### src/rtl/game_pkg.sv
// Shared types and default constants for the goal/score/match-clock logic.
package game_pkg;

    typedef enum logic [1:0] {
        PLAY      = 2'd0,
        GOAL_HOLD = 2'd1,
        SERVE     = 2'd2,
        GAME_OVER = 2'd3
    } state_t;

    // Which goal mouth the ball currently occupies (left has priority).
    typedef enum logic [1:0] {
        SIDE_NONE = 2'd0,
        SIDE_L    = 2'd1,
        SIDE_R    = 2'd2
    } side_t;

    localparam logic [1:0] WINNER_NONE  = 2'b00;
    localparam logic [1:0] WINNER_LEFT  = 2'b01;
    localparam logic [1:0] WINNER_RIGHT = 2'b10;
    localparam logic [1:0] WINNER_TIE   = 2'b11;

    localparam logic [9:0] GOAL_L_X_MAX_DEF   = 10'd40;
    localparam logic [9:0] GOAL_R_X_MIN_DEF   = 10'd599;
    localparam logic [9:0] GOAL_Y_TOP_DEF     = 10'd300;
    localparam logic [7:0] HOLD_FRAMES_DEF    = 8'd120;
    localparam logic [3:0] WIN_SCORE_DEF      = 4'd5;
    localparam logic [6:0] MATCH_SECONDS_DEF  = 7'd90;
    localparam logic [5:0] FRAMES_PER_SEC_DEF = 6'd60;

    function automatic logic [1:0] winner_of(input logic [3:0] score_l, input logic [3:0] score_r);
        if (score_l > score_r)
            return WINNER_LEFT;
        else if (score_r > score_l)
            return WINNER_RIGHT;
        else
            return WINNER_TIE;
    endfunction

endpackage

### src/rtl/match_timer.sv
// Match clock: counts frames while enabled and steps the seconds countdown on each wrap.
module match_timer import game_pkg::*; #(
    parameter logic [6:0] MATCH_SECONDS  = MATCH_SECONDS_DEF,
    parameter logic [5:0] FRAMES_PER_SEC = FRAMES_PER_SEC_DEF
) (
    input  logic       frame_clk,
    input  logic       Reset,
    input  logic       en,
    output logic [6:0] TimeLeft,
    output logic       expired
);

    logic [5:0] frame_cnt_reg;
    logic [6:0] time_left_reg;

    always_ff @(posedge frame_clk) begin
        if (Reset) begin
            frame_cnt_reg <= 6'd0;
            time_left_reg <= MATCH_SECONDS;
        end else if (en) begin
            if (frame_cnt_reg == FRAMES_PER_SEC - 6'd1) begin
                frame_cnt_reg <= 6'd0;
                // Hold at zero; the FSM leaves PLAY on the following edge.
                if (time_left_reg != 7'd0)
                    time_left_reg <= time_left_reg - 7'd1;
            end else begin
                frame_cnt_reg <= frame_cnt_reg + 6'd1;
            end
        end
    end

    assign TimeLeft = time_left_reg;
    assign expired  = (time_left_reg == 7'd0);

endmodule

### src/rtl/goal_scorer.sv
// Goal detection, scoring, post-goal freeze/re-serve sequencing and end-of-match decision.
module goal_scorer import game_pkg::*; #(
    parameter logic [9:0] GOAL_L_X_MAX   = GOAL_L_X_MAX_DEF,
    parameter logic [9:0] GOAL_R_X_MIN   = GOAL_R_X_MIN_DEF,
    parameter logic [9:0] GOAL_Y_TOP     = GOAL_Y_TOP_DEF,
    parameter logic [7:0] HOLD_FRAMES    = HOLD_FRAMES_DEF,
    parameter logic [3:0] WIN_SCORE      = WIN_SCORE_DEF,
    parameter logic [6:0] MATCH_SECONDS  = MATCH_SECONDS_DEF,
    parameter logic [5:0] FRAMES_PER_SEC = FRAMES_PER_SEC_DEF
) (
    input  logic       frame_clk,
    input  logic       Reset,
    input  logic [9:0] BallX,
    input  logic [9:0] BallY,
    input  logic [9:0] BallS,
    output logic [3:0] ScoreL,
    output logic [3:0] ScoreR,
    output logic [6:0] TimeLeft,
    output logic       BallReset,
    output logic       GoalFlash,
    output logic       GameOver,
    output logic [1:0] Winner
);

    state_t     state_reg, state_next;
    side_t      pend_reg, pend_next, side_now;
    logic [7:0] hold_reg, hold_next;
    logic [3:0] score_l_reg, score_l_next;
    logic [3:0] score_r_reg, score_r_next;
    logic       ball_reset_reg, goal_flash_reg, game_over_reg;
    logic [1:0] winner_reg;
    logic       expired;
    logic       goal;

    logic [10:0] left_edge, right_edge, top_edge;
    logic        in_l, in_r;

    function automatic logic [3:0] sat_inc(input logic [3:0] s);
        return (s >= WIN_SCORE) ? s : s + 4'd1;
    endfunction

    match_timer #(
        .MATCH_SECONDS (MATCH_SECONDS),
        .FRAMES_PER_SEC(FRAMES_PER_SEC)
    ) u_match_timer (
        .frame_clk(frame_clk),
        .Reset    (Reset),
        .en       (state_reg == PLAY),
        .TimeLeft (TimeLeft),
        .expired  (expired)
    );

    // Ball bounding box, widened so the right edge cannot wrap.
    always_comb begin
        left_edge  = (BallX >= BallS) ? ({1'b0, BallX} - {1'b0, BallS}) : 11'd0;
        right_edge = {1'b0, BallX} + {1'b0, BallS};
        top_edge   = (BallY >= BallS) ? ({1'b0, BallY} - {1'b0, BallS}) : 11'd0;
        in_l       = (left_edge <= {1'b0, GOAL_L_X_MAX}) && (top_edge >= {1'b0, GOAL_Y_TOP});
        in_r       = (right_edge >= {1'b0, GOAL_R_X_MIN}) && (top_edge >= {1'b0, GOAL_Y_TOP});
        side_now   = in_l ? SIDE_L : (in_r ? SIDE_R : SIDE_NONE);
        goal       = (side_now != SIDE_NONE) && (side_now == pend_reg);
    end

    always_comb begin
        state_next   = state_reg;
        pend_next    = pend_reg;
        hold_next    = hold_reg;
        score_l_next = score_l_reg;
        score_r_next = score_r_reg;
        case (state_reg)
            PLAY: begin
                if (expired) begin
                    state_next = GAME_OVER;
                end else if (goal) begin
                    // A ball in the left mouth is a goal for the right side.
                    if (side_now == SIDE_L)
                        score_r_next = sat_inc(score_r_reg);
                    else
                        score_l_next = sat_inc(score_l_reg);
                    hold_next  = HOLD_FRAMES - 8'd1;
                    pend_next  = SIDE_NONE;
                    state_next = GOAL_HOLD;
                end else begin
                    pend_next = side_now;
                end
            end
            GOAL_HOLD: begin
                if (hold_reg == 8'd0)
                    state_next = (score_l_reg == WIN_SCORE || score_r_reg == WIN_SCORE || expired)
                                 ? GAME_OVER : SERVE;
                else
                    hold_next = hold_reg - 8'd1;
            end
            SERVE: begin
                state_next = PLAY;
                pend_next  = SIDE_NONE;
            end
            GAME_OVER: begin
                state_next = GAME_OVER;
            end
            default: begin
                state_next = PLAY;
            end
        endcase
    end

    always_ff @(posedge frame_clk) begin
        if (Reset) begin
            state_reg      <= PLAY;
            pend_reg       <= SIDE_NONE;
            hold_reg       <= 8'd0;
            score_l_reg    <= 4'd0;
            score_r_reg    <= 4'd0;
            ball_reset_reg <= 1'b0;
            goal_flash_reg <= 1'b0;
            game_over_reg  <= 1'b0;
            winner_reg     <= WINNER_NONE;
        end else begin
            state_reg      <= state_next;
            pend_reg       <= pend_next;
            hold_reg       <= hold_next;
            score_l_reg    <= score_l_next;
            score_r_reg    <= score_r_next;
            // Outputs decode the next state so they line up with the state register.
            ball_reset_reg <= (state_next == SERVE);
            goal_flash_reg <= (state_next == GOAL_HOLD);
            game_over_reg  <= (state_next == GAME_OVER);
            winner_reg     <= (state_next == GAME_OVER) ? winner_of(score_l_next, score_r_next)
                                                         : WINNER_NONE;
        end
    end

    assign ScoreL    = score_l_reg;
    assign ScoreR    = score_r_reg;
    assign BallReset = ball_reset_reg;
    assign GoalFlash = goal_flash_reg;
    assign GameOver  = game_over_reg;
    assign Winner    = winner_reg;

endmodule

### config.mk
export PLATFORM = sky130hd
export DESIGN_NAME = goal_scorer
export DESIGN_NICKNAME = d
export VERILOG_FILES = /design/src/rtl/game_pkg.sv /design/src/rtl/match_timer.sv /design/src/rtl/goal_scorer.sv
export SDC_FILE = /design/constraint.sdc
export NUM_CORES = 1
export LEC_CHECK = 0
export ABC_CLOCK_PERIOD_IN_PS = 10600
export CAP_MARGIN = 10
export CORE_AREA = 2 2 86 88
export CTS_BUF_LIST = sky130_fd_sc_hd__clkbuf_8
export CTS_CLUSTER_DIAMETER = 150
export DETAILED_ROUTE_END_ITERATION = 8
export DIE_AREA = 0 0 88 90
export PLACE_DENSITY_LB_ADDON = 0.12
export RECOVER_POWER = 25
export SLEW_MARGIN = 25
export SYNTH_ARGS = -nofsm -noshare
export SYNTH_HDL_FRONTEND = slang
export SYNTH_HIERARCHICAL = 1
export SYNTH_SLANG_ARGS = --single-unit
### constraint.sdc
create_clock -name frame_clk -period 10.6 [get_ports frame_clk]
set_input_delay 2.65 -clock frame_clk [delete_from_list [all_inputs] [get_ports frame_clk]]
set_output_delay 2.65 -clock frame_clk [all_outputs]
set_load 0.02 [all_outputs]
Fig. 1: run 1, selected gate families
(3 px per µm)
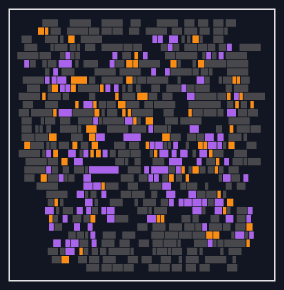
family	color	cells
NOR gates	orange	73
inverting AOI/OAI gates	purple	106

Fig. 2: run 1, clock distribution
(3 px per µm)
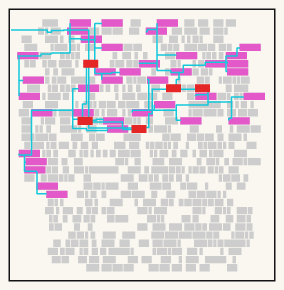
[clock wires] cyan | length: 483 µm
[cells driving clock nets] red | count: 5
[flip-flops] magenta | count: 38
routed clock nets	6
Clock net power: 117 µW
clock skew: 0.00541 ns
Clock power frac: 26.6%
clock latency on the worst-skew pair: 0.29 ns

==> Changelog: implementation, run 1 <==
### Changed

- Synthesized instance count: 460
- Critical Path Sink Type: register
- Period utilization: 65.7%
- RSZ-0062 raised after global routing: false
- Tool warning count: 43
- Final hold violation count: 0
- FFs w/ async S/R, synth: 0%
- Critical path endpoint: Winner[0]
- Simple share: 23.9%
- GRT Max-Usage Layer: met2
- Setup Viol. Count Final: 0
- Met2 Usage GRT: 37.1%
- Port buffer count: 51
- Fin cells: 605
- Resized cells post-CTS: 0
- Top sig layer: met4
- Sequential-to-total area share from yosys stat: 20.3%
- Fraction of layout cells with a size suffix above 1: 6.52%
- Internal Power: 292 µW
- Ports: 52
- WHS Path Cells: 2
- Vias/cell: 5.83
- R2R cell count: 15
- CP top delay family: simple AND/OR/NAND/NOR gates
- Mux share: 2.60%
- Max power group: combinational logic
- Initial DRC count: 163
- Largest net degree at the start of global routing: 30
- Cell Area, Synth: 0.00375 mm²
- Buffers, non-clock: 52
- # nets final: 585
- R2r startpoint: u_match_timer/TimeLeft[0]
- Xor+xnor area frac: 5.34%
- Core Area: 0.00702 mm²
- Clock-pin slew on the worst setup and hold paths: 0.08 ns
- DPL Wire Length: 7050 µm
- Worst path most repeated cell: ha_1
- Yosys warning count: 6
- Critical path type: input port to register
- CP Launch Type: input port
- Syn Nets: 540
- Max Cap Violations: 0
- Met1 wire length: 4350 µm
- FF/Latch Area: 761 µm²
- # DRC: 0
- Setup tns final: 0 ns
- Critical Path, Cell by Cell: clkdlybuf4s50_1 > ha_1 > inv_1 > fa_1 > o21ba_2 > nor4_1 > or4b_1 > o311ai_0 > or4_1 > o32ai_1 > or4_4 > mux2i_1 > ha_1 > nor2b_1 > o21ai_0 > nand2b_1 > a21oi_1 > a41oi_1 > nor4b_2
- Die area: 0.00792 mm²
- Dominant comb cell: AND-OR/OR-AND gates
- Critical path's slowest cell: clkdlybuf4s50_1
- Top cells by area, synth: dfxtp_1 20%, ha_1 15%, a21oi_1 4.8%
- Met3 routed WL: 267 µm
- Worst slew pin tran: 1.33 ns
- Combinational Area: 0.00275 mm²
- Root buf cell: clkbuf_8
- Dominant Register Cell: dfxtp_1
- Post-CTS Hold Buffers: 0
- DRT Pass-1 Iters: 6
- Adder Area Share: 16.9%
- First-pass GRT wire length: 15100 µm
- R2R setup slack: 7.06 ns
- Max FFs per register: 8
- Dominant kind of cell: combinational gates
- CP Buf/Inv Count: 2
- Seq/total area: 17.2%
- Cell area after layout: 0.00441 mm²
- Outcome: complete, no violations
- Area leader, netlist: dfxtp_1
- Wire per inst: 14.6 µm
- Pwr Density: 99.9 mW/mm²
- CP peak stage delay: 0.51 ns
- Combinational share of power: 37.7%
- Hold path startpoint: pend_reg[0]
- Final setup margin: 3.63 ns
- Final period demand of the worst path: 6.97 ns
- Peak supply drop: 60.4 µV
- Critical path fanouts, max: 4
- #FFs+latches synth: 38
- GR Overflow Total: 0
- Detail Route Antenna Nets: 0
- Diodes inserted: 0
- WL met2: 4140 µm
- Sequential Power Share: 35.7%
- Dpl ws: 3.39 ns
- Hold WC Path Type: register to register
- Slew headroom: 11.4%
- Switching Fraction: 33.8%
- Die Span Y: 90 µm
Fig. 3: run 1, wiring by layer
(6 px per µm)
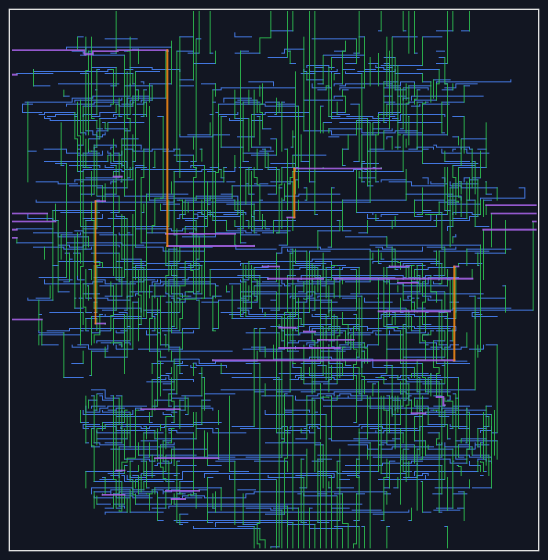
layer	color	wire length
met2	green	4140 µm
met3	purple	268 µm
met4	orange	76.8 µm
met1	blue	4350 µm

Fig. 4: run 1, clock nets
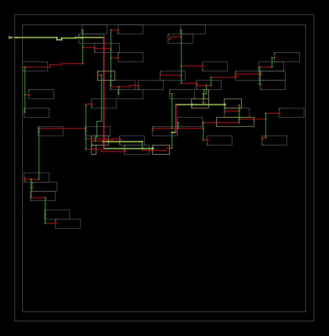
Clock Sinks: 38
Flops: 38
number of CTS-inserted buffers: 5
clock buf count: 5

==> run 1: layout by cell type, fill, tap and decap left out, types with 4 or more instances in the layout <==
cell	n
nand2b_1	9
or3_1	8
nor2_1	37
clkbuf_8	5
o211ai_1	7
xor2_1	10
xnor2_1	11
or4_1	5
a21boi_0	4
nor3_1	9
o21ai_0	20
and2_1	7
nor3b_1	5
mux2i_1	6
inv_1	41
nor2b_1	10
a21oi_1	36
ha_1	45
dfxtp_1	38
nand3_1	13
nand4_1	7
clkdlybuf4s50_1	50
o311ai_0	4
nor4_1	9
o21bai_1	4
nand2_1	21
==> run 1 -> run 2 <==
--- a/config.mk
+++ b/config.mk
@@ -5,7 +5,7 @@
 export SDC_FILE = /design/constraint.sdc
 export NUM_CORES = 1
 export LEC_CHECK = 0
-export ABC_CLOCK_PERIOD_IN_PS = 10600
+export ABC_CLOCK_PERIOD_IN_PS = 6500
 export CAP_MARGIN = 10
 export CORE_AREA = 2 2 86 88
 export CTS_BUF_LIST = sky130_fd_sc_hd__clkbuf_8
==> constraint.sdc (replaced) <==
create_clock -name frame_clk -period 6.5 [get_ports frame_clk]
set_input_delay 1.625 -clock frame_clk [delete_from_list [all_inputs] [get_ports frame_clk]]
set_output_delay 1.625 -clock frame_clk [all_outputs]
set_load 0.02 [all_outputs]
Fig. 5: run 2, clock distribution
(3 px per µm)
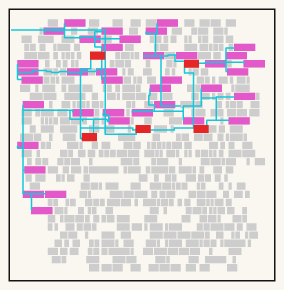
[flip-flops] magenta | count: 38
[clock wires] cyan | length: 514 µm
[cells driving clock nets] red | count: 5
routed clock nets	6

==> run 2 against run 1 <==
Net effect:
- final cell count up 0.17%
- sequential cell count unchanged
- global-route usage up 0.68 points
- sequential share of layout area about the same
- critical endpoint unchanged
- sequential power up 64%
- register-to-register slack worse by 4.2 ns
- worst hold slack better by 0.023 ns
- final area about the same
- critical path depth unchanged
- highest routed layer unchanged
==> Changelog: implementation, run 2 <==
### Changed

- Dominant Register Cell: dfxtp_1
- Synthesized instance count: 460
- Worst path most repeated cell: ha_1
- Critical Path Sink Type: register
- Worst slew pin tran: 1.34 ns
- WL met2: 4240 µm
- Most frequent cells in the layout: 50 x clkdlybuf4s50_1, 45 x ha_1, 39 x inv_1
- CP top delay family: simple AND/OR/NAND/NOR gates
- Dominant kind of cell: combinational gates
- Pwr Total: 701 µW
- Yosys cell count: 460
- Largest net degree at the start of global routing: 30
- Flops: 38
- Seq/total area: 17.3%
- Hold Crit Endpoint: pend_reg[0]
- RSZ-0062 raised after global routing: false
- DPL Wire Length: 7230 µm
- Post-CTS Hold Buffers: 0
- Die Wd: 88 µm
- Top sig layer: met4
- WHS Path Cells: 2
- Detailed Route WL: 9120 µm
- Vias: 3536
- Layout area overhead: 17.6%
- Period utilization: 94.4%
- Dpl ws: 0.193 ns
- Top cell excl fill/tap: clkdlybuf4s50_1
- R2R cell count: 14
- Setup tns final: 0 ns
- Fillers: 646
- #FFs+latches synth: 38
- GRT Max-Usage Layer: met2
- Wire per inst: 15.0 µm
- Clock-pin slew on the worst setup and hold paths: 0.08 ns
- Comb/total area: 62.4%
- Final setup margin: 0.366 ns
- Max Cap Violations: 0
- CP Launch Type: input port
- Outcome: complete, no violations
- Final hold violation count: 0
- Peak supply drop: 91.7 µV
- Final period demand of the worst path: 6.13 ns
- Die Span Y: 90 µm
- Met3 routed WL: 363 µm
- Slew headroom: 10.9%
- Avg Inst Size Synth: 8.15 µm²
- Initial antenna violation count: 0
- Number of CTS-inserted buffers: 5
- Top cells by area, synth: dfxtp_1 20%, ha_1 15%, a21oi_1 4.8%
- # nets final: 586
- Setup Viol. Count Final: 0
- Ports: 52
- Cell Area, Synth: 0.00375 mm²
- Yosys warning count: 6
- Clock-cell share: 2.16%
- Fp_density: 53.4%
- Clock latency on the worst-skew pair: 0.29 ns
- R2R setup slack: 2.83 ns
- GR Overflow Total: 0
- WP data arrival: 6.34 ns
- FF/Latch Area: 761 µm²
- Critical path's slowest cell: clkdlybuf4s50_1
- Die area: 0.00792 mm²
- Critical path depth: 19
- Port buffer count: 51
- Syn Nets: 540
- Max FFs per register: 8
- Layout non-clock buf frac: 11.8%
- Cell area after layout: 0.00441 mm²
- First-pass GRT wire length: 15500 µm
- # DRC: 0
- Resized cells post-CTS: 0
- Initial DRC count: 180
- Core Area: 0.00702 mm²
- Pwr Density: 159 mW/mm²
- Vias in the first global route: 3415
- Tool warning count: 43
- R2r startpoint: u_match_timer/TimeLeft[0]
- Hold WC Path Type: register to register
- CTS H-tree depth: 2
- Routing usage on met1: 32.3%
- Combinational Area: 0.00275 mm²
- Fraction of layout cells with a size suffix above 1: 7.10%
- Met2 Usage GRT: 38.1%
- CP Buf/Inv Count: 2
- Root buf cell: clkbuf_8
- Fin cells: 606
- Critical path fanouts, max: 4
- Sequential-to-total area share from yosys stat: 20.3%
- Diodes inserted: 0
- FFs w/ async S/R, synth: 0%
- Placed inst area: 0.00432 mm²
- Clock Sinks: 38
- Commonest cells in the netlist: 45 x ha_1, 39 x inv_1, 38 x dfxtp_1, 37 x nor2_1, 36 x a21oi_1
- Critical path endpoint: Winner[0]
- Fin Hold WS: 0.508 ns
- CP Data Required Time: 6.70 ns
- Area leader, netlist: dfxtp_1
- Hold path startpoint: pend_reg[0]
- Critical path type: input port to register
- Critical Path, Cell by Cell: clkdlybuf4s50_1 > ha_1 > inv_1 > fa_1 > o21ba_2 > nor4_1 > or4b_1 > o311ai_0 > or4_1 > o32ai_1 > or4_4 > mux2i_1 > ha_1 > nor2b_1 > o21ai_0 > nand2b_1 > a21oi_1 > a41oi_1 > nor4b_2
- Vias/cell: 5.83
- Buffers, non-clock: 53
- Met1 wire length: 4370 µm
- CP peak stage delay: 0.52 ns
- DRT Pass-1 Iters: 5
- Detail Route Antenna Nets: 0
Fig. 6: run 2, clock nets
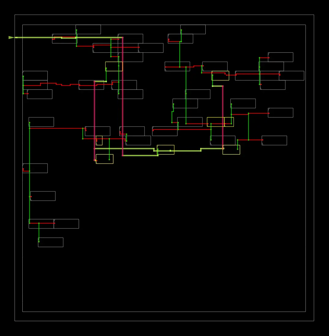
Clock net power: 171 µW
clock buf count: 6
clock skew: 0.00474 ns

run 2: cell counts after synthesis:
Identical to the previous run, type by type.
run 2: cells by family (layout without fill, tap and decap cells):
logic type               count (synthesis)  after routing  share of synthesized area [%]
multiplexers                             9              9                           2.60
buffers and inverters                   55            102                           6.31
AND/OR/NAND/NOR                        160            160                           23.9
adder cells (fa/ha/maj)                 49             49                           16.9
flip-flops                              38             38                           20.3
AND-OR/OR-AND                          127            127                           24.6
XOR/XNOR                                22             22                           5.34
run 2: worst min-delay path, delay by kind of cell, from the launching register on:
kind | cells | cell delay, ns
flops | 1 | 0.34
simple gates | 1 | 0.06
compound gates | 1 | 0.06
run 2: where the power goes:
part           switching [µW]  internal (µW)  total, µW
registers                11.6            245        257
clock network            86.0           85.2        171
logic                     152            120        273
total                     250            451        701
No activity file was given, so power comes from the tool's default toggle rates.
